layer_met2.png
Cells faint in the background.
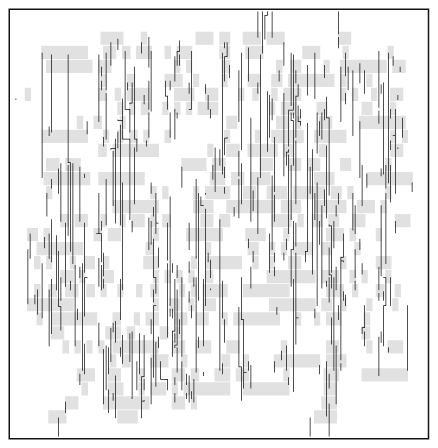
sizes.png
The bar under the picture is 20 µm long.
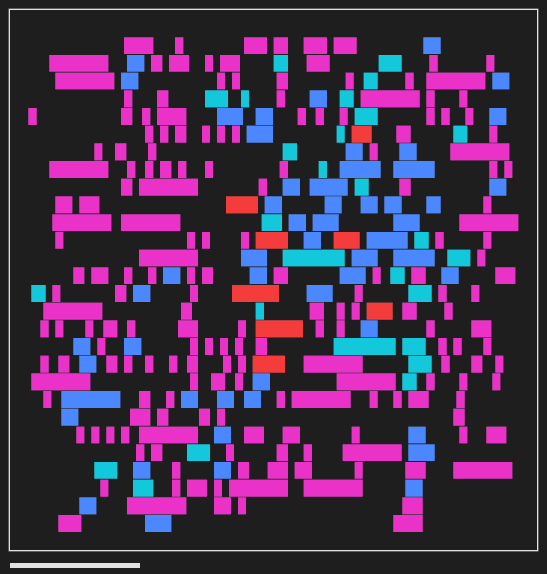
layer_met1.png
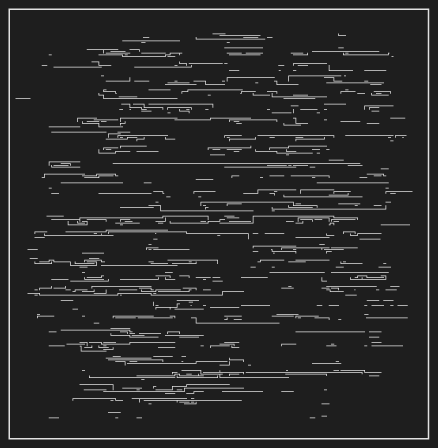
clocks.png
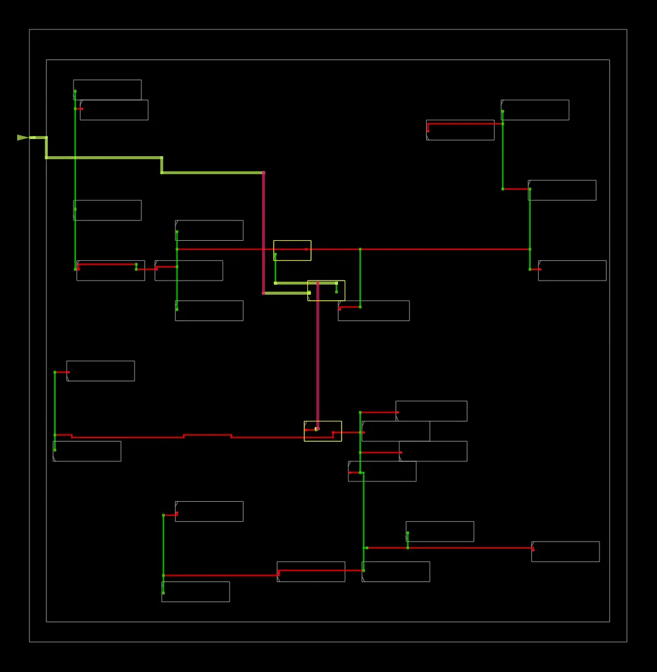
--- config.mk ---
export PLATFORM = sky130hd
export DESIGN_NAME = ltssm_rx_polling
export DESIGN_NICKNAME = d
export VERILOG_FILES = /design/src/rtl/ltssm_pkg.sv /design/src/rtl/ltssm_timer.sv /design/src/rtl/ltssm_rx_polling.sv
export SDC_FILE = /design/constraint.sdc
export NUM_CORES = 1
export LEC_CHECK = 0
export ABC_AREA = 1
export ABC_CLOCK_PERIOD_IN_PS = 1600
export CELL_PAD_IN_SITES_DETAIL_PLACEMENT = 1
export CELL_PAD_IN_SITES_GLOBAL_PLACEMENT = 2
export CORE_AREA = 2 2 79 81
export DETAILED_ROUTE_END_ITERATION = 10
export DIE_AREA = 0 0 81 83
export PLACE_DENSITY_LB_ADDON = 0.1
export SYNTH_ARGS = -nofsm -noshare
export SYNTH_HDL_FRONTEND = slang
export SYNTH_SLANG_ARGS = --single-unit
--- constraint.sdc ---
create_clock -name clk -period 1.6 [get_ports clk]
set_input_delay 0.32 -clock clk [delete_from_list [all_inputs] [get_ports clk]]
set_output_delay 0.32 -clock clk [all_outputs]
set_load 0.03 [all_outputs]
--- src/rtl/ltssm_pkg.sv ---
`default_nettype none
// ============================================================================
//  Module      : ltssm_pkg
//  Description : Shared LTSSM definitions. Holds the 4-bit substate encoding
//                used between mainLTSSM and its Rx substate helpers, and the
//                state type of the Rx polling FSM.
//  Revision    : 1.0 - initial release
// ============================================================================
package ltssm_pkg;

    // Shared 4-bit substate encoding
    localparam logic [3:0] detectQuiet                  = 4'd0;
    localparam logic [3:0] detectActive                 = 4'd1;
    localparam logic [3:0] pollingActive                = 4'd2;
    localparam logic [3:0] pollingConfiguration         = 4'd3;
    localparam logic [3:0] configurationLinkWidthStart  = 4'd4;
    localparam logic [3:0] configurationLinkWidthAccept = 4'd5;
    localparam logic [3:0] configurationLanenumWait     = 4'd6;
    localparam logic [3:0] configurationLanenumAccept   = 4'd7;
    localparam logic [3:0] configurationComplete        = 4'd8;
    localparam logic [3:0] configurationIdle            = 4'd9;
    localparam logic [3:0] L0                           = 4'd10;

    // Rx polling FSM states
    typedef enum logic [2:0] {
        IDLE   = 3'd0,
        QUIET  = 3'd1,
        ACTIVE = 3'd2,
        CONFIG = 3'd3,
        DONE   = 3'd4
    } rxState_t;

    // Working state that a given Rx substate selects
    function automatic rxState_t entryState(input logic [3:0] sub);
        rxState_t result;
        case (sub)
            detectQuiet:          result = QUIET;
            pollingActive:        result = ACTIVE;
            pollingConfiguration: result = CONFIG;
            default:              result = IDLE;
        endcase
        return result;
    endfunction

endpackage
`default_nettype wire

--- src/rtl/ltssm_timer.sv ---
`default_nettype none
// ============================================================================
//  Module      : ltssm_timer
//  Description : Loadable saturating up-counter with synchronous clear, load
//                and enable, plus an equality compare against a terminal
//                value supplied by the owner.
//  Revision    : 1.0 - initial release
// ============================================================================
module ltssm_timer #(
    parameter int WIDTH = 10
) (
    input  logic             clk,
    input  logic             reset,
    input  logic             clear,
    input  logic             load,
    input  logic [WIDTH-1:0] loadValue,
    input  logic             enable,
    input  logic [WIDTH-1:0] terminal,
    output logic             atTerminal
);

    logic [WIDTH-1:0] r_count;

    // Count register: clear beats load beats increment; holds at all-ones
    always_ff @(posedge clk or negedge reset) begin
        if (!reset) begin
            r_count <= '0;
        end else if (clear) begin
            r_count <= '0;
        end else if (load) begin
            r_count <= loadValue;
        end else if (enable && (r_count != '1)) begin
            r_count <= r_count + WIDTH'(1);
        end
    end

    assign atTerminal = (r_count == terminal);

endmodule
`default_nettype wire

--- src/rtl/ltssm_rx_polling.sv ---
`default_nettype none
// ============================================================================
//  Module      : ltssm_rx_polling
//  Description : Rx-side substate helper for Detect.Quiet, Polling.Active and
//                Polling.Configuration. Counts consecutive qualifying ordered
//                sets (or dwells in Detect.Quiet) and raises finishRx with the
//                substate mainLTSSM should move to.
//                Optional feature macro: LTSSM_RX_TIMEOUT_EN enables the
//                Polling substate timeout back to Detect.Quiet.
//  Revision    : 1.0 - initial release
// ============================================================================
module ltssm_rx_polling
    import ltssm_pkg::*;
#(
    parameter int TS_COUNT       = 8,
    parameter int QUIET_CYCLES   = 16,
    parameter int TIMEOUT_CYCLES = 1024
) (
    input  logic       clk,
    input  logic       reset,
    input  logic [3:0] substateRx,
    input  logic       tsValid,
    input  logic       tsType,
    input  logic       tsLinkPad,
    input  logic       tsLanePad,
    output logic       finishRx,
    output logic [3:0] gotoRx
);

    localparam int CNT_W      = $clog2(TS_COUNT + 1);
    localparam int TIMER_SPAN = (QUIET_CYCLES > TIMEOUT_CYCLES) ? QUIET_CYCLES : TIMEOUT_CYCLES;
    localparam int TIMER_W    = (TIMER_SPAN > 1) ? $clog2(TIMER_SPAN) : 1;

    localparam logic [CNT_W-1:0]   c_countFull   = CNT_W'(TS_COUNT);
    localparam logic [CNT_W-1:0]   c_countLast   = CNT_W'(TS_COUNT - 1);
    localparam logic [TIMER_W-1:0] c_quietLast   = TIMER_W'(QUIET_CYCLES - 1);
    localparam logic [TIMER_W-1:0] c_timeoutLast = TIMER_W'(TIMEOUT_CYCLES - 1);

    rxState_t         r_state;
    rxState_t         w_nextState;
    rxState_t         w_entry;
    logic [CNT_W-1:0] r_count;
    logic [CNT_W-1:0] w_nextCount;
    logic [3:0]       r_gotoRx;
    logic [3:0]       w_nextGoto;
    logic [3:0]       r_doneSub;
    logic [3:0]       w_nextDoneSub;
    logic             w_timerClear;
    logic             w_timerEn;
    logic             w_timerHit;
    logic [TIMER_W-1:0] w_timerTerminal;
    logic             w_qualifying;
    logic             w_complete;
    logic             w_done;

    assign w_entry         = entryState(substateRx);
    assign w_timerTerminal = (r_state == QUIET) ? c_quietLast : c_timeoutLast;

    ltssm_timer #(
        .WIDTH (TIMER_W)
    ) u_timer (
        .clk        (clk),
        .reset      (reset),
        .clear      (w_timerClear),
        .load       (1'b0),
        .loadValue  ({TIMER_W{1'b0}}),
        .enable     (w_timerEn),
        .terminal   (w_timerTerminal),
        .atTerminal (w_timerHit)
    );

    // State, ordered-set counter, latched target and DONE-entry substate
    always_ff @(posedge clk or negedge reset) begin
        if (!reset) begin
            r_state   <= IDLE;
            r_count   <= '0;
            r_gotoRx  <= '0;
            r_doneSub <= '0;
        end else begin
            r_state   <= w_nextState;
            r_count   <= w_nextCount;
            r_gotoRx  <= w_nextGoto;
            r_doneSub <= w_nextDoneSub;
        end
    end

    // Next-state: substate entry first, then per-state progress toward DONE
    always_comb begin
        w_nextState   = r_state;
        w_nextCount   = r_count;
        w_nextGoto    = r_gotoRx;
        w_nextDoneSub = r_doneSub;
        w_timerClear  = 1'b0;
        w_timerEn     = 1'b0;
        w_qualifying  = 1'b0;
        w_complete    = 1'b0;

        if (r_state == DONE) begin
            // Hold the request until mainLTSSM moves off the substate
            if (substateRx != r_doneSub) begin
                w_nextState  = w_entry;
                w_nextCount  = '0;
                w_timerClear = 1'b1;
            end
        end else if (w_entry != r_state) begin
            // Substate changed: abandon any partial progress
            w_nextState  = w_entry;
            w_nextCount  = '0;
            w_timerClear = 1'b1;
        end else begin
            case (r_state)
                QUIET: begin
                    w_timerEn = 1'b1;
                    if (w_timerHit) begin
                        w_nextState   = DONE;
                        w_nextGoto    = detectActive;
                        w_nextDoneSub = substateRx;
                    end
                end
                ACTIVE, CONFIG: begin
                    // Configuration only accepts TS2; Active accepts either type
                    w_qualifying = tsValid && tsLinkPad && tsLanePad &&
                                   (tsType || (r_state == ACTIVE));
                    w_complete   = w_qualifying && (r_count == c_countLast);
                    if (w_qualifying) begin
                        if (r_count != c_countFull) begin
                            w_nextCount = r_count + CNT_W'(1);
                        end
                    end else if (tsValid) begin
                        w_nextCount = '0;
                    end
                    if (w_complete) begin
                        w_nextState   = DONE;
                        w_nextGoto    = (r_state == ACTIVE) ? pollingConfiguration
                                                            : configurationLinkWidthStart;
                        w_nextDoneSub = substateRx;
                    end
`ifdef LTSSM_RX_TIMEOUT_EN
                    // Timeout loses to a completion landing on the same cycle
                    w_timerEn = 1'b1;
                    if (!w_complete && w_timerHit) begin
                        w_nextState   = DONE;
                        w_nextGoto    = detectQuiet;
                        w_nextDoneSub = substateRx;
                    end
`endif
                end
                default: ;
            endcase
        end
    end

    assign w_done   = (r_state == DONE);
    assign finishRx = w_done;
    assign gotoRx   = w_done ? r_gotoRx : 4'd0;

endmodule
`default_nettype wire

==> results_dict.tcl <==
# collected from the flow reports
set metrics [dict create \
    status "finished clean" \
    end_kind "flop" \
    cap_violations 0 \
    yosysWarnings 0 \
    diodes 0 \
    crit_family "simple AND/OR/NAND/NOR gates" \
    die_w_um 81 \
    crit_fanout 8 \
    ant_nets 0 \
    reg2reg_to "r_doneSub[0]$_DFFE_PN0P_" \
    seq_area_frac_synth 0.353 \
    final_nets 293 \
    ff_type "dfrtp_1" \
    ir_drop_uv 540 \
    wire_per_inst_um 12.7 \
    grt_max_degree 25 \
    cts.htree.levels 1 \
    power_density_nw_per_um2 1280 \
    drt_drc_violations_left 0 \
    cp.depth 9 \
    fin_cells 353 \
    crit_chain "ha_4 > nand3_2 > nor2_1 > nand2_1 > a21oi_2 > nand2_2 > nor2_4 > nand2_1 > o21ai_1" \
    fin_crit_ns 1.60 \
    power.total_w 0.00297 \
    grt_pass1_vias 1704 \
    fp-utilization 0.293 \
    clk_latency_ns 0.27 \
    netlist_instances 231 \
    cp_num_buf_inv 0 \
    dp.cells 343 \
    grt_pass1_wl_um 7850 \
    cts_tree "yes" \
    clockRootBuffer "clkbuf_8" \
    first_pass_iters 3 \
    fillCellCount 728 \
    post-dp-hpwl_um 3430 \
    syn_area_um2 1700 \
    synth.distinct_cells 28 \
    finalHoldViolCount 0 \
    clkTransAtPathRegs_ns 0.09 \
    die_height_um 83 \
    coreArea_um2 5820 \
    grt_antenna_before_repair 0 \
    vias_per_cell 4.46 \
    rsz0062_at_grt "yes" \
    final_layout_size_suffix_gt1_frac 0.317 \
    crit_top_cell "nand2_1" \
    final-comb-area_um2 1030 \
    overflow 0 \
    crit_path_start_kind "flop" \
    gr-usage-all-layers 0.146 \
    edf_count 0 \
    reg2reg_from "u_timer.r_count[1]$_DFFE_PN0P_" \
    ys_cells 231 \
    worstSetupPathType "flop to flop" \
    cp_data_arrival_time_ns 1.80 \
    p_leak_nw 1.17 \
    ys_area_um2 1700 \
    cp_slowest_cell "dfrtp_1" \
    final_common_cell "nand2_1" \
    regArea_um2 603 \
    cts_sinks 24 \
    finalClockSkew_ns 0.00481 \
    cts_max_path_buffers 2 \
]
Back to the opening pictures, layer_met2.png:
share of all routed wire: 50%
main direction: vertical
longest straight run: 29.2 µm
wire length on this layer: 2230 µm
via count: 1575
met2 Track Usage GR: 0.252
Total Wirelength: 4490 µm

Back to the opening pictures, sizes.png:
| colour | size | cells |
|---|---|---|
| magenta | _0 and _1 cells | 190 |
| cyan | _2 cells | 27 |
| blue | _3 and _4 cells | 53 |
| red | _6 and larger | 8 |
Area Overhead vs Synth: 36.4%
Setup WS post-layout: 0.00320 ns
Finished Cell Area: 2320 µm²
Non-clk bufs: 49

Back to the opening pictures, layer_met1.png:
longest straight run: 47.8 µm
wire length on this layer: 2120 µm
nets with wire on the layer: 264
share of all routed wire: 47%
main direction: horizontal
met1 usage: 0.186

Back to the opening pictures, clocks.png:
Flop Count: 24
clk_buf instances: 3
CTS buffer count: 3
Power Clock: 0.000373 W

[cells by family after synthesis]
logic type / Yosys count / synth area share
AND-OR/OR-AND: 5 / 0.0176
XOR/XNOR: 11 / 0.0566
other: 1 / 0.00220
AND/OR/NAND/NOR: 149 / 0.445
adder cells (fa/ha/maj): 3 / 0.0220
buffers and inverters: 38 / 0.104
flip-flops: 24 / 0.353
[flip-flops by register name, indices dropped and copies added, names as in the netlist]
register         flops
u_timer.r_count     10
r_gotoRx             3
r_doneSub            4
r_count              4
r_state              3
[Yosys cell counts (4+ instances only)]
library cell   n  area share
nand2_1       67        0.15
inv_1         30       0.066
nand3_1       26       0.076
dfrtp_1       24        0.35
nor2_1        19       0.042
xor2_1         9       0.046
nand2_2        5       0.018
nand3b_1       5       0.022
nand4_1        5       0.018
buf_6          4       0.026
nand3_2        4       0.024
nor2_2         4       0.015
nor3_1         4       0.012
[per-layer routing]
metal	track usage	share of wire
met1	0.186	0.47
met2	0.252	0.50
met3	0.0261	0.023
met4	0.0339	0.0080
met5	0	0
[repair_timing]
action                                  CTS  global route
hold buffers                              0             0
gates resized                            19            18
buffers inserted                          5             3
pin swaps                                 8            15
endpoints found under the setup margin   28            27
[final cells by class]
| class | count | share of cell area |
|---|---|---|
| inverters | 33 | 0.0565 |
| clock buffers | 3 | 0.0178 |
| repair buffers | 49 | 0.181 |
| multi-input cells | 169 | 0.444 |
| flip-flops and latches | 24 | 0.260 |
| well taps | 75 | 0.0404 |
[where the power goes]
part	switching (W)	internal, W
sequential	0.000104	0.000732
combinational	0.000994	0.000768
clock	0.000204	0.000169
total	0.00130	0.00167
No activity file was given, so power comes from the tool's default toggle rates.
